### src/rtl/deserializador_alineado_pkg.sv
// Shared definitions for the comma-aligned deserialiser: FSM state encoding and
// the K28.5 comma symbols in both running disparities.
package deserializador_alineado_pkg;

  typedef enum logic [1:0] {
    BUSCANDO        = 2'd0,
    VERIFICANDO     = 2'd1,
    ALINEADO        = 2'd2,
    ESTADO_INVALIDO = 2'd3
  } estado_t;

  localparam logic [9:0] K28_5_RDN = 10'h0FA;
  localparam logic [9:0] K28_5_RDP = 10'h305;

endpackage

### src/rtl/detector_coma.sv
// Combinational comma detector: flags a window equal to the comma symbol in
// either running disparity (the pattern or its bitwise complement).
module detector_coma
  import deserializador_alineado_pkg::*;
#(
  parameter int               ANCHO = 10,
  parameter logic [ANCHO-1:0] COMA  = ANCHO'(K28_5_RDN)
) (
  input  logic [ANCHO-1:0] i_ventana,
  output logic             o_match
);

  localparam logic [ANCHO-1:0] COMA_INV = ~COMA;

  // Equality against both disparities of the comma
  always_comb begin
    if ((i_ventana == COMA) || (i_ventana == COMA_INV)) begin
      o_match = 1'b1;
    end else begin
      o_match = 1'b0;
    end
  end

endmodule

### src/rtl/deserializador_alineado.sv
// Serial-to-parallel converter that hunts for a comma, locks after a run of
// word-aligned commas and then emits one registered word per ANCHO enabled bits.
module deserializador_alineado
  import deserializador_alineado_pkg::*;
#(
  parameter int               ANCHO               = 10,
  parameter logic [ANCHO-1:0] COMA                = ANCHO'(K28_5_RDN),
  parameter bit               MSB_PRIMERO         = 1'b0,
  parameter int               COMAS_PARA_ALINEAR  = 3,
  parameter int               ERRORES_PARA_PERDER = 4
) (
  input  logic             i_clk,
  input  logic             i_rst,
  input  logic             i_enb,
  input  logic             i_entrada,
  output logic [ANCHO-1:0] o_salidas,
  output logic             o_valido,
  output logic             o_es_coma,
  output logic             o_alineado
);

  localparam int FW = $clog2(ANCHO);
  localparam int CW = $clog2(COMAS_PARA_ALINEAR + 1);
  localparam int EW = $clog2(ERRORES_PARA_PERDER + 1);

  localparam logic [FW-1:0] FASE_MAX   = FW'(ANCHO - 1);
  localparam logic [FW-1:0] FASE_UNO   = FW'(1);
  localparam logic [CW-1:0] COMAS_OBJ  = CW'(COMAS_PARA_ALINEAR);
  localparam logic [CW-1:0] COMAS_UNO  = CW'(1);
  localparam logic [EW-1:0] ERR_OBJ    = EW'(ERRORES_PARA_PERDER);
  localparam logic [EW-1:0] ERR_UNO    = EW'(1);

  logic [ANCHO-1:0] r_shift;
  logic [FW-1:0]    r_fase;
  logic [CW-1:0]    r_cuenta_comas;
  logic [EW-1:0]    r_cuenta_errores;
  estado_t          r_estado;

  logic [ANCHO-1:0] w_ventana_sig;
  logic             w_match;
  logic             w_frontera;
  logic [FW-1:0]    w_fase_sig;
  logic [CW-1:0]    w_comas_inc;
  logic [EW-1:0]    w_errores_inc;

  // Window as it will look once the current bit has been shifted in
  always_comb begin
    if (MSB_PRIMERO) begin
      w_ventana_sig = {r_shift[ANCHO-2:0], i_entrada};
    end else begin
      w_ventana_sig = {i_entrada, r_shift[ANCHO-1:1]};
    end
  end

  detector_coma #(
    .ANCHO (ANCHO),
    .COMA  (COMA)
  ) u_detector (
    .i_ventana (w_ventana_sig),
    .o_match   (w_match)
  );

  // Bit phase within the word and its wrap-around
  always_comb begin
    w_frontera = (r_fase == FASE_MAX);
    if (w_frontera) begin
      w_fase_sig = '0;
    end else begin
      w_fase_sig = r_fase + FASE_UNO;
    end
  end

  // Saturating increments for both comma counters
  always_comb begin
    if (r_cuenta_comas == COMAS_OBJ) begin
      w_comas_inc = r_cuenta_comas;
    end else begin
      w_comas_inc = r_cuenta_comas + COMAS_UNO;
    end
    if (r_cuenta_errores == ERR_OBJ) begin
      w_errores_inc = r_cuenta_errores;
    end else begin
      w_errores_inc = r_cuenta_errores + ERR_UNO;
    end
  end

  // Shift register, phase counter, alignment FSM and output registers
  always_ff @(posedge i_clk) begin
    if (!i_rst) begin
      r_shift          <= '0;
      r_fase           <= '0;
      r_cuenta_comas   <= '0;
      r_cuenta_errores <= '0;
      r_estado         <= BUSCANDO;
      o_salidas        <= '0;
      o_valido         <= 1'b0;
      o_es_coma        <= 1'b0;
      o_alineado       <= 1'b0;
    end else if (!i_enb) begin
      o_valido <= 1'b0;
    end else begin
      r_shift  <= w_ventana_sig;
      r_fase   <= w_fase_sig;
      o_valido <= 1'b0;
      case (r_estado)
        BUSCANDO: begin
          o_alineado <= 1'b0;
          if (w_match) begin
            // The comma just completed defines the word boundary
            r_fase         <= '0;
            r_cuenta_comas <= COMAS_UNO;
            if (COMAS_PARA_ALINEAR == 1) begin
              r_estado         <= ALINEADO;
              r_cuenta_errores <= '0;
              o_alineado       <= 1'b1;
            end else begin
              r_estado <= VERIFICANDO;
            end
          end
        end
        VERIFICANDO: begin
          if (w_frontera) begin
            if (w_match) begin
              r_cuenta_comas <= w_comas_inc;
              if (w_comas_inc == COMAS_OBJ) begin
                r_estado         <= ALINEADO;
                r_cuenta_errores <= '0;
                o_alineado       <= 1'b1;
              end
            end else begin
              r_estado <= BUSCANDO;
            end
          end
        end
        ALINEADO: begin
          if (w_frontera) begin
            o_salidas <= w_ventana_sig;
            o_valido  <= 1'b1;
            o_es_coma <= w_match;
            if (w_match) begin
              r_cuenta_errores <= '0;
            end
          end else if (w_match) begin
            // A comma off the boundary suggests the line has slipped
            r_cuenta_errores <= w_errores_inc;
            if (w_errores_inc == ERR_OBJ) begin
              r_estado   <= BUSCANDO;
              o_alineado <= 1'b0;
            end
          end
        end
        default: begin
          r_estado   <= BUSCANDO;
          o_alineado <= 1'b0;
        end
      endcase
    end
  end

endmodule
### config.mk
export PLATFORM = sky130hd
export DESIGN_NAME = deserializador_alineado
export DESIGN_NICKNAME = d
export VERILOG_FILES = /design/src/rtl/deserializador_alineado_pkg.sv /design/src/rtl/detector_coma.sv /design/src/rtl/deserializador_alineado.sv
export SDC_FILE = /design/constraint.sdc
export NUM_CORES = 1
export LEC_CHECK = 0
export CORE_MARGIN = 3
export CORE_UTILIZATION = 30
export DETAILED_ROUTE_END_ITERATION = 8
export DONT_BUFFER_PORTS = 1
export SETUP_SLACK_MARGIN = 0.05
export SYNTH_ARGS = -nofsm -noshare
export SYNTH_HDL_FRONTEND = slang
export SYNTH_HIERARCHICAL = 1
export SYNTH_SLANG_ARGS = --single-unit
export TNS_END_PERCENT = 1
### constraint.sdc
create_clock -name i_clk -period 2.95 [get_ports i_clk]
set_input_delay 0.4425 -clock i_clk [delete_from_list [all_inputs] [get_ports i_clk]]
set_output_delay 0.4425 -clock i_clk [all_outputs]
set_load 0.02 [all_outputs]
gates.png
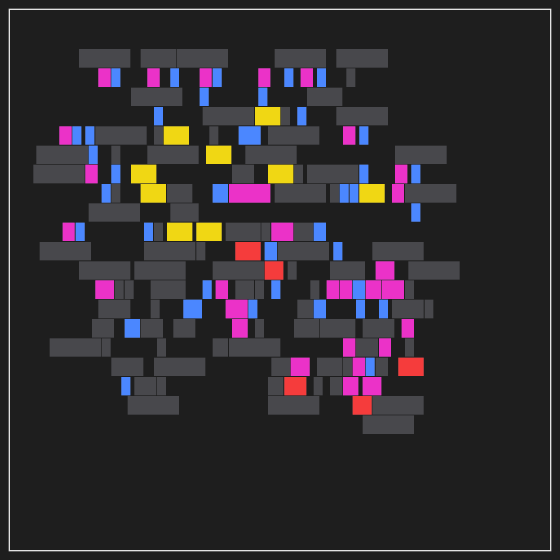
aoi and oai cells -> magenta  # cells 29
mux cells -> yellow  # cells 9
non-inverting ao/oa cells -> red  # cells 5
nand cells -> blue  # cells 38
dominant logic cell type in the layout: dfxtp_1
Post-Layout Cell Count: 233

clock_nets.png
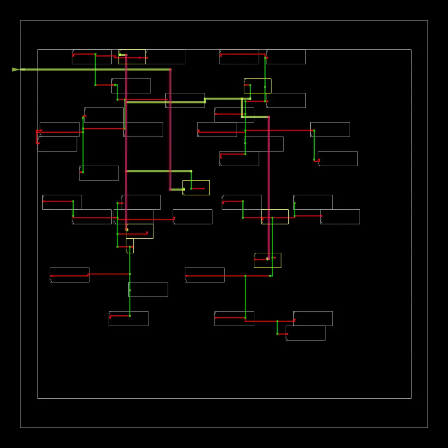
latest clock arrival within the worst-skew pair: 0.29 ns
skew final: 0.00446 ns
registers: 33
Clock Power: 0.344 mW

ff_map.png
Other sequential cells in the stronger gray, the rest of the logic in the fainter gray.
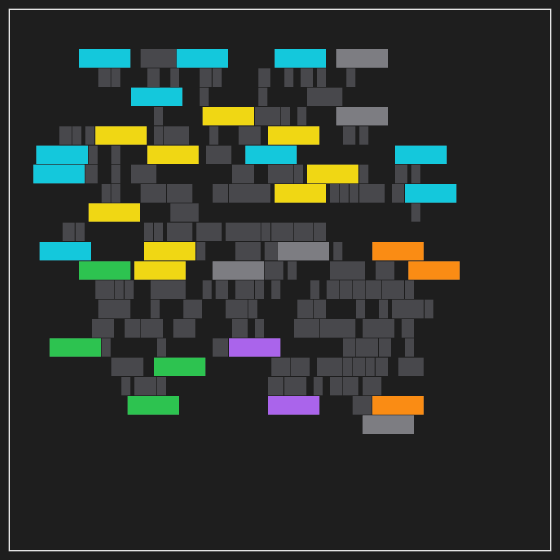
o_salidas -> cyan  # flops 10
r_fase -> green  # flops 4
r_shift -> yellow  # flops 9
r_estado -> purple  # flops 2
r_cuenta_errores -> orange  # flops 3
Final Core Density: 34.9%
Seq power: 0.456 mW
Sequential Area: 661 sq um
sequential cell area share: 41.4%

sizing.png
Scale bar: 20 um.
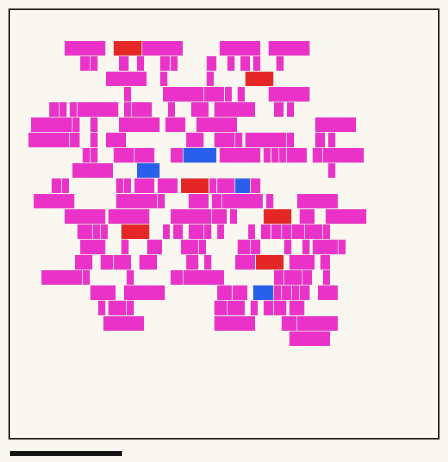
x6 and larger -> red  # cells 6, share 3.6%
x1 and smaller -> magenta  # cells 158, share 94%
x2 -> blue  # cells 4, share 2.4%
final worst slack: 0.639 ns
Post-Layout Inst Area: 0.00159 sq mm
Layout Area Growth over Synthesis: 7.87%

==> results.json <==
{
  "vias_per_cell": 4.79,
  "antenna_found_initial": 0,
  "ys.flops": 33,
  "power_leakage_nw": 0.589,
  "synth_top_flop_cell": "dfxtp_1",
  "postSynth.asyncResetShare_pct": 0,
  "hpwlAfterDp_mm": 1.91,
  "finalCriticalPeriod_ns": 2.31,
  "cp.required_ns": 3.13,
  "synthDistinctLibCells": 46,
  "port_buffers": 0,
  "ant_nets": 0,
  "preCtsSetupSlack_ns": 0.645,
  "hold_buffers": 0,
  "worstSetupPathType": "reg2reg",
  "numCtsBuffers": 5,
  "postCtsSetupBuffers": 0,
  "edf_count": 0,
  "grt_first_pass_wirelength_mm": 4.99,
  "ir_worst_vdd_uv": 221,
  "setup_tns_ns": 0,
  "hold_path_depth": 1,
  "ios": 17,
  "syn_area_per_cell_sq_um": 8.74,
  "core_sq_mm": 0.00456,
  "cp.arrival_ns": 2.49,
  "max_freq_ghz": 0.433,
  "wl_mm": 2.86,
  "finalHoldViolCount": 0,
  "drtIter0Drc": 77,
  "first_global_vias": 1015,
  "antenna_cells": 0,
  "timing.final.crit_share_pct": 78.4,
  "slew_viol_final": 0,
  "slowest_delay_ns": 0.55,
  "grt_max_degree": 25,
  "htree_levels": 2,
  "hold_class": "in2reg",
  "finalSetupViolCount": 0,
  "synthCells": 169,
  "cp-end-kind": "flop",
  "worst-path-max-fanout": 6,
  "syn_area_sq_mm": 0.00148,
  "path_cells": "or4b_1 > o41ai_2 > nand2_1 > nor2_1 > nand3_1 > o311a_1",
  "yosysWarnings": 6,
  "warning_count": 28,
  "die_h_um": 76.2,
  "powerDensity_mw_per_mm2": 514,
  "tritoncts": "yes",
  "seq_area_frac_synth_pct": 44.7,
  "clkTransAtPathRegs_ns": 0.06,
  "route.detailed.drc": 0,
  "maxCapViolations": 0,
  "overflow": 0,
  "yosys-stat-cells": 169,
  "die-width_um": 76.2,
  "initCoreUtil_pct": 32.4,
  "root_buffer": "clkbuf_8",
  "wl_per_cell_um": 12.3,
  "cts_sinks": 33,
  "cp_slowest_cell": "or4b_1",
  "cts_resized": 0,
  "routabilityCongestion": 0.756,
  "num_vias": 1117,
  "drive_gt1_share_pct": 5.95,
  "ys_area_sq_mm": 0.00148,
  "relSlewSlack_pct": 50.9,
  "reg2reg_depth": 6,
  "grt_usage_pct": 10.7,
  "chipArea_sq_mm": 0.00580,
  "dr.pass1.iters": 4,
  "run_status": "completed",
  "syn_nets": 177,
  "final_nets": 176,
  "cts_buffer_depth": 2,
  "cp-start-kind": "flop",
  "rsz0062_at_grt": "no",
  "num_rows": 24,
  "tightestPinTransition_ns": 0.735
}
==> where the power goes <==
part / leakage, nW / switching [mW] / internal [mW]
clock: 0.0443 / 0.159 / 0.185
combinational: 0.278 / 0.0105 / 0.00889
sequential: 0.267 / 0.00577 / 0.450
total: 0.589 / 0.175 / 0.644
==> stage by stage <==
| stage | area, sq um | utilization [%] | hold WS, ns | total power [mW] | cells |
|---|---|---|---|---|---|
| after global placement | 1510 | 33.0 | 0.482 | 0.485 | 226 |
| after global routing | 1590 | 34.9 | 0.239 | 0.859 | 233 |
| after detailed placement | 1510 | 33.0 | 0.485 | 0.486 | 226 |
| final | 1590 | 34.9 | 0.245 | 0.819 | 233 |
| after floorplan | 1480 | - | 0.448 | 0.488 | 169 |
| after CTS | 1590 | 34.9 | 0.243 | 0.829 | 233 |
==> registers in the layout (all words and copies together) (netlist names) <==
name and count:
r_shift 9, o_valido 1, r_estado 2, o_salidas 10, r_cuenta_errores 3, o_alineado 1, r_cuenta_comas 2, r_fase 4
o_es_coma 1
==> logic make-up after synthesis <==
kind of cell / share of synthesized area [%]
buf+inv: 5.25
fa+ha+maj: 3.39
flops: 44.7
compound gates: 15.2
simple gates: 23.5
xor+xnor: 1.78
mux: 6.10
==> layout make-up <==
cell class                      count  area, sq um
Sequential cell                    33          661
Fill cell                         500         2970
Inverter                            7         26.3
Clock buffer                        7         86.3
Multi-Input combinational cell    121          739
Tap cell                           65         81.3
==> worst paths after layout <==
path / endpoint / slack, ns / from
worst max-delay path: r_cuenta_comas[0] / 0.64 / r_shift[2]
worst min-delay path: r_fase[1] / 0.25 / i_enb
worst max register to register: r_cuenta_comas[0] / 0.64 / r_shift[2]
worst min register to register: o_salidas[0] / 0.50 / r_shift[1]
==> cells in the final DEF (no fill, tap or decap), types with 2 or more instances in the layout <==
cell type,n
mux2i_1,9
nor3_1,2
xor2_1,2
a21oi_1,14
nand4_1,2
inv_1,7
dfxtp_1,33
nand3_1,4
a211oi_1,2
a31oi_1,2
clkbuf_8,6
o21ai_0,4
nand2_1,30
nor2_1,18
nor2b_1,2
and3b_1,2
ha_1,4
==> synthesized netlist by cell type (2+ instances only) <==
master | number | area, sq um
mux2i_1 | 9 | 90.1
nor2b_1 | 2 | 12.5
o21ai_0 | 4 | 20.0
a211oi_1 | 2 | 15.0
xor2_1 | 2 | 17.5
a21oi_1 | 14 | 70.1
nor3_1 | 2 | 10.0
nand3_1 | 4 | 20.0
a31oi_1 | 2 | 12.5
buf_4 | 3 | 22.5
inv_1 | 7 | 26.3
ha_1 | 4 | 50.1
nand4_1 | 2 | 12.5
and3b_1 | 2 | 17.5
nor2_1 | 18 | 67.6
dfxtp_1 | 33 | 661
nand2_1 | 30 | 113
==> critical path: cells and delay by family, from the launching register on <==
family / cells / cell delay (ns)
DFF: 1 / 0.34
and+or+nand+nor: 4 / 1.05
AOI/OAI and AO/OA: 2 / 0.81
==> per-layer routing <==
metal / GRT usage (%) / share of wire, % / up-vias
li1: - / - / 584
met1: 13.5 / 50 / 507
met2: 15.0 / 40 / 18
met3: 4.02 / 6.4 / 8
met4: 7.07 / 2.8 / 0
met5: 0 / 0 / -
Power figures rest on the tool's default switching activity, not on a simulated workload.
